===== src/rtl/sparc_ctrl_pkg.sv =====
// rtl/sparc_ctrl_pkg.sv - state encoding, opcode constants and select encodings for the SPARC control unit
package sparc_ctrl_pkg;

    typedef enum logic [4:0] {
        S_RST, S_INIT, S_F0, S_F1, S_DEC,
        S_ALU, S_SETHI, S_BR, S_CALL0, S_CALL1, S_NXT,
        S_L0, S_L1, S_L2, S_S0, S_S1, S_S2,
        S_ERROR
    } state_t;

    localparam logic [1:0] OP_FMT2 = 2'b00;
    localparam logic [1:0] OP_CALL = 2'b01;
    localparam logic [1:0] OP_ALU  = 2'b10;
    localparam logic [1:0] OP_MEM  = 2'b11;

    localparam logic [2:0] OP2_SETHI = 3'b100;
    localparam logic [2:0] OP2_BICC  = 3'b010;

    localparam logic [5:0] OP3_LD   = 6'b000000;
    localparam logic [5:0] OP3_LDUB = 6'b000001;
    localparam logic [5:0] OP3_LDUH = 6'b000010;
    localparam logic [5:0] OP3_ST   = 6'b000100;
    localparam logic [5:0] OP3_STB  = 6'b000101;
    localparam logic [5:0] OP3_STH  = 6'b000110;

    // Must track the ALU's own op decode.
    localparam logic [5:0] ALU_ADD   = 6'b000000;
    localparam logic [5:0] ALU_PASSA = 6'b111101;
    localparam logic [5:0] ALU_PASSB = 6'b111110;

    localparam logic [1:0] MB_PORTB = 2'd0;
    localparam logic [1:0] MB_IMM   = 2'd1;
    localparam logic [1:0] MB_PC    = 2'd2;
    localparam logic [1:0] MB_MDR   = 2'd3;

    localparam logic MM_RAM = 1'b0;
    localparam logic MM_ALU = 1'b1;

    localparam logic [1:0] MNP_ALU  = 2'd0;
    localparam logic [1:0] MNP_NPC8 = 2'd1;
    localparam logic [1:0] MNP_DISP = 2'd2;
    localparam logic [1:0] MNP_NPC4 = 2'd3;

    localparam logic [1:0] MP_ZERO = 2'd0;
    localparam logic [1:0] MP_TBR  = 2'd1;
    localparam logic [1:0] MP_NPC4 = 2'd2;
    localparam logic [1:0] MP_NPC  = 2'd3;

    localparam logic MSA_RS1 = 1'b0;
    localparam logic MSA_RD  = 1'b1;

    localparam logic [1:0] MSC_RD  = 2'd0;
    localparam logic [1:0] MSC_R15 = 2'd1;

    localparam logic [1:0] SZ_BYTE = 2'b00;
    localparam logic [1:0] SZ_HALF = 2'b01;
    localparam logic [1:0] SZ_WORD = 2'b10;

    function automatic logic [1:0] access_size(input logic [1:0] op3_lo);
        case (op3_lo)
            2'b01:   return SZ_BYTE;
            2'b10:   return SZ_HALF;
            default: return SZ_WORD;
        endcase
    endfunction

endpackage


===== src/rtl/ctrl_wait_timer.sv =====
// rtl/ctrl_wait_timer.sv - memory wait cycle counter with clear and expiry flag
module ctrl_wait_timer #(
    parameter int WAIT_LIMIT = 15
) (
    input  logic clk,
    input  logic rst,
    input  logic clear,
    input  logic en,
    output logic expired
);

    localparam int W = (WAIT_LIMIT < 1) ? 1 : $clog2(WAIT_LIMIT + 1);

    logic [W-1:0] count;

    assign expired = (count == W'(WAIT_LIMIT));

    // Saturates at the limit so a stalled counter never wraps back to zero.
    always_ff @(posedge clk) begin
        if (rst || clear) begin
            count <= '0;
        end else if (en && !expired) begin
            count <= count + 1'b1;
        end
    end

endmodule


===== src/rtl/sparc_control_unit.sv =====
// rtl/sparc_control_unit.sv - hardwired fetch/decode/execute FSM driving the SPARC-subset datapath
module sparc_control_unit
    import sparc_ctrl_pkg::*;
#(
    parameter int WAIT_LIMIT = 15
) (
    input  logic        Clk,
    input  logic        Clr,
    input  logic [31:0] IR,
    input  logic        MOC,
    input  logic        BCOND,
    output logic        MAR_Ld,
    output logic        MDR_Ld,
    output logic        IR_Ld,
    output logic        PC_Ld,
    output logic        NPC_Ld,
    output logic        nPC_Clr,
    output logic        FR_Ld,
    output logic        RF_Load_Enable,
    output logic        MOV,
    output logic        RW,
    output logic [1:0]  mem_type,
    output logic [1:0]  MB,
    output logic        MM,
    output logic [1:0]  MNP,
    output logic [1:0]  MP,
    output logic        MSa,
    output logic [1:0]  MSc,
    output logic        MOP,
    output logic [5:0]  OpXX,
    output logic        mem_err,
    output logic        illegal
);

    state_t     state, next_state;
    logic       in_wait, expired;
    logic       set_mem_err, set_illegal;
    logic       imm;
    logic [5:0] op3;
    logic [2:0] op2;
    logic [1:0] size;
    logic       unused_ir;

    assign imm       = IR[13];
    assign op3       = IR[24:19];
    assign op2       = IR[24:22];
    assign size      = access_size(IR[20:19]);
    assign unused_ir = ^{IR[28:25], IR[18:14], IR[12:0]};

    // Wait states are never adjacent, so holding the counter clear outside them
    // guarantees it starts at zero on every entry.
    assign in_wait = (state == S_F1) || (state == S_L1) || (state == S_S2);

    ctrl_wait_timer #(.WAIT_LIMIT(WAIT_LIMIT)) u_wait_timer (
        .clk     (Clk),
        .rst     (Clr),
        .clear   (!in_wait),
        .en      (in_wait && !MOC),
        .expired (expired)
    );

    always_ff @(posedge Clk) begin
        if (Clr) begin
            state   <= S_RST;
            mem_err <= 1'b0;
            illegal <= 1'b0;
        end else begin
            state <= next_state;
            if (set_mem_err) mem_err <= 1'b1;
            if (set_illegal) illegal <= 1'b1;
        end
    end

    always_comb begin
        next_state     = state;
        set_mem_err    = 1'b0;
        set_illegal    = 1'b0;
        MAR_Ld         = 1'b0;
        MDR_Ld         = 1'b0;
        IR_Ld          = 1'b0;
        PC_Ld          = 1'b0;
        NPC_Ld         = 1'b0;
        nPC_Clr        = 1'b0;
        FR_Ld          = 1'b0;
        RF_Load_Enable = 1'b0;
        MOV            = 1'b0;
        RW             = 1'b0;
        mem_type       = 2'b00;
        MB             = MB_PORTB;
        MM             = MM_RAM;
        MNP            = MNP_ALU;
        MP             = MP_ZERO;
        MSa            = MSA_RS1;
        MSc            = MSC_RD;
        MOP            = 1'b0;
        OpXX           = 6'b000000;

        case (state)
            S_RST: begin
                PC_Ld      = 1'b1;
                MP         = MP_ZERO;
                nPC_Clr    = 1'b1;
                next_state = S_INIT;
            end
            S_INIT: begin
                NPC_Ld     = 1'b1;
                MNP        = MNP_NPC4;
                next_state = S_F0;
            end
            S_F0: begin
                MAR_Ld     = 1'b1;
                MB         = MB_PC;
                MOP        = 1'b1;
                OpXX       = ALU_PASSB;
                next_state = S_F1;
            end
            S_F1: begin
                MOV      = 1'b1;
                RW       = 1'b1;
                mem_type = SZ_WORD;
                if (MOC) begin
                    IR_Ld      = 1'b1;
                    next_state = S_DEC;
                end else if (expired) begin
                    set_mem_err = 1'b1;
                    next_state  = S_ERROR;
                end
            end
            S_DEC: begin
                case (IR[31:30])
                    OP_ALU:  next_state = S_ALU;
                    OP_CALL: next_state = S_CALL0;
                    OP_FMT2: begin
                        if (op2 == OP2_SETHI)     next_state = S_SETHI;
                        else if (op2 == OP2_BICC) next_state = S_BR;
                        else begin
                            set_illegal = 1'b1;
                            next_state  = S_ERROR;
                        end
                    end
                    default: begin
                        case (op3)
                            OP3_LD, OP3_LDUB, OP3_LDUH: next_state = S_L0;
                            OP3_ST, OP3_STB, OP3_STH:   next_state = S_S0;
                            default: begin
                                set_illegal = 1'b1;
                                next_state  = S_ERROR;
                            end
                        endcase
                    end
                endcase
            end
            S_ALU: begin
                RF_Load_Enable = 1'b1;
                MB             = imm ? MB_IMM : MB_PORTB;
                MSc            = MSC_RD;
                FR_Ld          = IR[23];
                next_state     = S_NXT;
            end
            S_SETHI: begin
                RF_Load_Enable = 1'b1;
                MB             = MB_IMM;
                MOP            = 1'b1;
                OpXX           = ALU_PASSB;
                next_state     = S_NXT;
            end
            S_CALL0: begin
                RF_Load_Enable = 1'b1;
                MSc            = MSC_R15;
                MB             = MB_PC;
                MOP            = 1'b1;
                OpXX           = ALU_PASSB;
                next_state     = S_CALL1;
            end
            S_CALL1: begin
                PC_Ld      = 1'b1;
                MP         = MP_NPC;
                NPC_Ld     = 1'b1;
                MNP        = MNP_DISP;
                next_state = S_F0;
            end
            S_BR: begin
                PC_Ld  = 1'b1;
                NPC_Ld = 1'b1;
                if (BCOND) begin
                    MP  = MP_NPC;
                    MNP = MNP_DISP;
                end else if (IR[29]) begin
                    MP  = MP_NPC4;
                    MNP = MNP_NPC8;
                end else begin
                    MP  = MP_NPC;
                    MNP = MNP_NPC4;
                end
                next_state = S_F0;
            end
            S_NXT: begin
                PC_Ld      = 1'b1;
                MP         = MP_NPC;
                NPC_Ld     = 1'b1;
                MNP        = MNP_NPC4;
                next_state = S_F0;
            end
            S_L0, S_S0: begin
                MAR_Ld     = 1'b1;
                MSa        = MSA_RS1;
                MB         = imm ? MB_IMM : MB_PORTB;
                MOP        = 1'b1;
                OpXX       = ALU_ADD;
                next_state = (state == S_L0) ? S_L1 : S_S1;
            end
            S_L1: begin
                MOV      = 1'b1;
                RW       = 1'b1;
                mem_type = size;
                if (MOC) begin
                    MDR_Ld     = 1'b1;
                    MM         = MM_RAM;
                    next_state = S_L2;
                end else if (expired) begin
                    set_mem_err = 1'b1;
                    next_state  = S_ERROR;
                end
            end
            S_L2: begin
                RF_Load_Enable = 1'b1;
                MB             = MB_MDR;
                MOP            = 1'b1;
                OpXX           = ALU_PASSB;
                MSc            = MSC_RD;
                next_state     = S_NXT;
            end
            S_S1: begin
                MDR_Ld     = 1'b1;
                MM         = MM_ALU;
                MSa        = MSA_RD;
                MOP        = 1'b1;
                OpXX       = ALU_PASSA;
                next_state = S_S2;
            end
            S_S2: begin
                MOV      = 1'b1;
                RW       = 1'b0;
                mem_type = size;
                if (MOC) begin
                    next_state = S_NXT;
                end else if (expired) begin
                    set_mem_err = 1'b1;
                    next_state  = S_ERROR;
                end
            end
            S_ERROR: next_state = S_ERROR;
            default: next_state = S_RST;
        endcase
    end

endmodule


===== config.mk =====
export PLATFORM = sky130hd
export DESIGN_NAME = sparc_control_unit
export DESIGN_NICKNAME = d
export VERILOG_FILES = /design/src/rtl/sparc_ctrl_pkg.sv /design/src/rtl/ctrl_wait_timer.sv /design/src/rtl/sparc_control_unit.sv
export SDC_FILE = /design/constraint.sdc
export NUM_CORES = 1
export LEC_CHECK = 0
export CAP_MARGIN = 20
export CORE_MARGIN = 10
export CORE_UTILIZATION = 37
export CTS_BUF_LIST = sky130_fd_sc_hd__clkbuf_16
export CTS_CLUSTER_DIAMETER = 200
export DETAILED_ROUTE_END_ITERATION = 12
export PLACE_DENSITY = 0.78
export SLEW_MARGIN = 30
export SYNTH_ARGS = -nofsm -noshare
export SYNTH_HDL_FRONTEND = slang
export SYNTH_SLANG_ARGS = --single-unit

===== constraint.sdc =====
create_clock -name Clk -period 1.8 [get_ports Clk]
set_input_delay 0.27 -clock Clk [delete_from_list [all_inputs] [get_ports Clk]]
set_output_delay 0.27 -clock Clk [all_outputs]
set_load 0.005 [all_outputs]

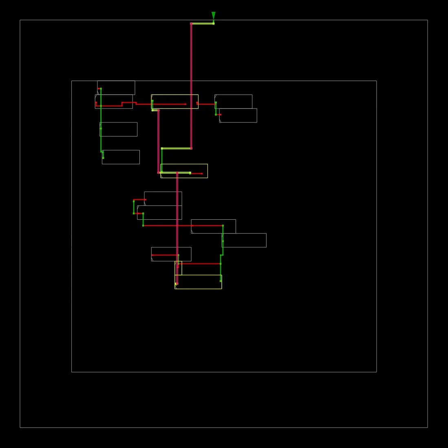
**Above:** clock nets.
Seq cells: 11
clock-net power: 0.404 mW
Clock Latency Late Sink: 0.24 ns
Final Skew: 0.00345 ns

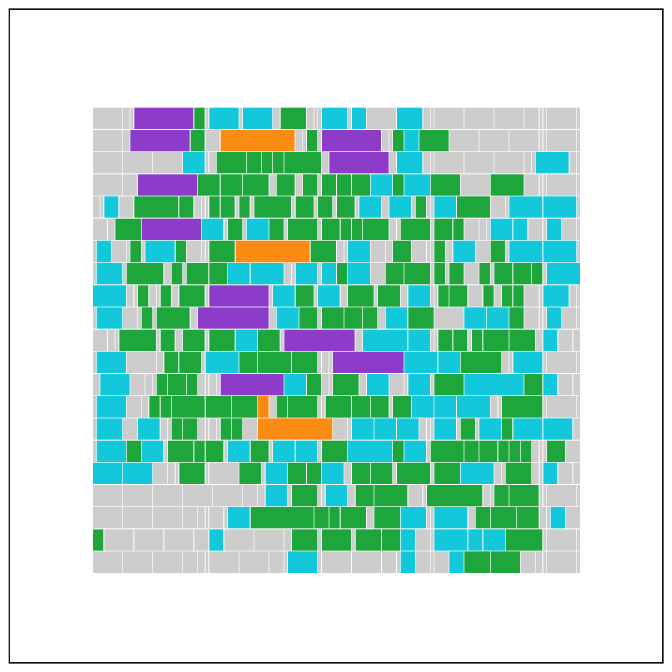
**Above:** cells colored by class.
Fill, decap, tap and diode cells in gray.
| color | class | cells | share of their area |
|---|---|---|---|
| green | combinational and other logic | 169 | 50% |
| orange | clock drivers and dummy loads | 4 | 3.4% |
| purple | sequential cells | 11 | 10% |
| cyan | remaining buffers and delay cells | 101 | 36% |

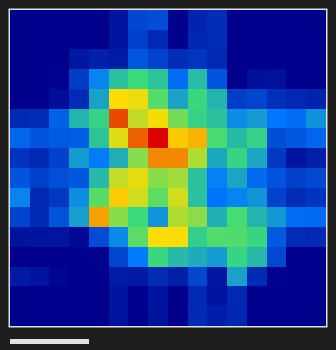
**Above:** wire density map.
Bar = 20 um. The die is cut into 16 by 16 equal tiles; dark blue is low, red is high, scaled to the fullest tile. Values are wire area over tile area, all layers added.
nearly empty tiles: 29%
tiles over half the peak: 14%
mean over tiles: 0.14
emptiest ninth of the die: bottom left
densest ninth of the die: middle
Total Wirelength: 5590 um
vias: 1882
All-Layer GR Usage: 16.2%

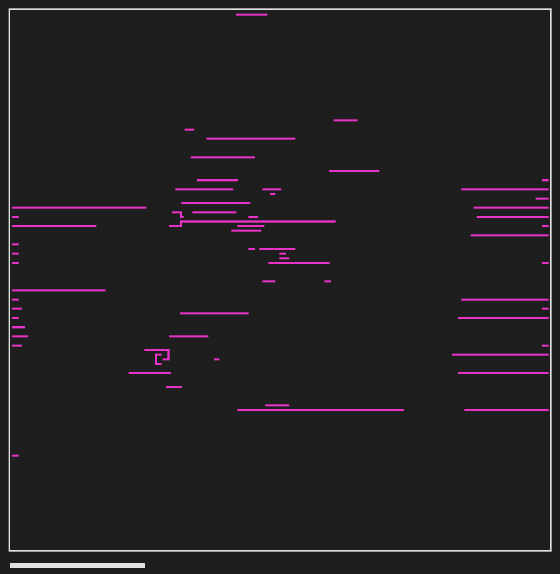
**Above:** M3 wires.
Bar = 20 um.
main direction: horizontal
wire length on this layer: 356 um
share of all routed wire: 6.4%
longest straight run: 24.4 um
nets with wire on the layer: 52
met3 GRT Util: 3.15%

==> results.py <==
# Physical implementation metrics
metrics = {
    "status": {
        "status": "complete, but fails checks",
        "violations": "negative setup slack",
    },
    "cells_and_area": {
        "top_area_cell_class": "logic gates",
        "syn_to_final_growth_pct": 78.4,
        "layout.nets": 326,
        "clockBufferCount": 3,
        "mi_logic_area_um2": 1110,
        "regArea_um2": 233,
        "nFillCells": 283,
        "seq_share_pct": 9.82,
        "inverters_excl_clock": 13,
        "finish.utilization_pct": 69.4,
        "diodes": 0,
        "nonClkBufAreaFrac_pct": 35.4,
    },
    "final_timing": {
        "fin_ws_ns": -0.171,
        "hold_viol_final": 0,
        "setup_viol": 16,
        "finalSetupTns_ns": -0.902,
        "post-route-min-period_ns": 1.97,
    },
    "critical_path": {
        "crit_path_max_fanout": 5,
        "path_cells": "buf_6, buf_4, or4b_2, a211o_1, a21oi_1, o31a_1",
        "critPathTopFamily": "AND-OR/OR-AND gates",
        "cp-start-kind": "flip-flop",
        "slowest_delay_ns": 0.60,
        "cp.arrival_ns": 2.15,
        "crit_required_ns": 1.98,
        "slowest_stage": "or4b_2",
        "startpoint": "state[4]",
        "cp-end-kind": "flip-flop",
        "cp.buffers_inverters": 2,
    },
    "yosys": {
        "syn_avg_cell_area_um2": 6.64,
        "topCombFamilyByArea": "simple AND/OR/NAND/NOR gates",
        "simple_gate_share_pct": 32.8,
        "mux_share_pct": 0.753,
        "ys_top_cells_by_count": "a21oi_1, nand2_1, nor2_1, inv_1",
        "yosysWarnings": 0,
        "synth-main-ff-cell": "dfxtp_1",
        "ys_area_um2": 1330,
        "synthArstFlopShare_pct": 0,
        "syn-num-nets": 240,
    },
    "die": {
        "ios": 67,
        "die_w_um": 79.9,
        "row_count": 21,
        "nWellTaps": 46,
        "fp_util_pct": 38.9,
    },
    "clock_tree": {
        "cts_tree": "yes",
        "hold_buffers": 0,
        "clk_path_buf_depth": 2,
    },
    "power": {
        "netSwitchingPower_mw": 0.326,
        "p_leak_nw": 1.08,
        "p_clk_share_pct": 36.6,
        "internal-power_mw": 0.778,
        "ir_drop_mv": 0.360,
        "p_comb_mw": 0.438,
    },
    "grt": {
        "busiest_layer": "met2",
        "grt_pass1_wl_um": 8670,
        "grt_max_degree": 17,
        "gr-usage-met1_pct": 18.6,
    },
    "detailed_routing": {
        "wire_per_inst_um": 16.9,
        "drt-initial-drc-count": 148,
    },
    "run": {
        "warnings": 52,
    },
}
-- registers in the layout (all words and copies together), names as in the netlist --
name	flops
mem_err	1
u_wait_timer.count	4
illegal	1
state	5
-- final timing paths --
kind	endpoint	slack (ns)	depth (start not counted)
worst max register to register	state[0]	-0.17	6
worst min-delay path	mem_err	0.45	2
worst min register to register	mem_err	0.45	2
worst max-delay path	state[0]	-0.17	6
-- repair_timing --
action	in CTS	in global routing
setup endpoints to repair	33	29
gates cloned	1	0
buffers inserted	19	0
pin swaps	11	6
resized	129	26
-- per-stage QoR --
step	setup WS, ns	hold slack (ns)	cells
2_1_floorplan	0.0121	0.339	200
3_3_place_gp	-0.321	0.436	308
3_5_place_dp	-0.371	0.441	308
4_1_cts	-0.106	0.447	331
5_1_grt	-0.183	0.455	331
6_report	-0.171	0.448	331
No activity file was given, so power comes from the tool's default toggle rates.
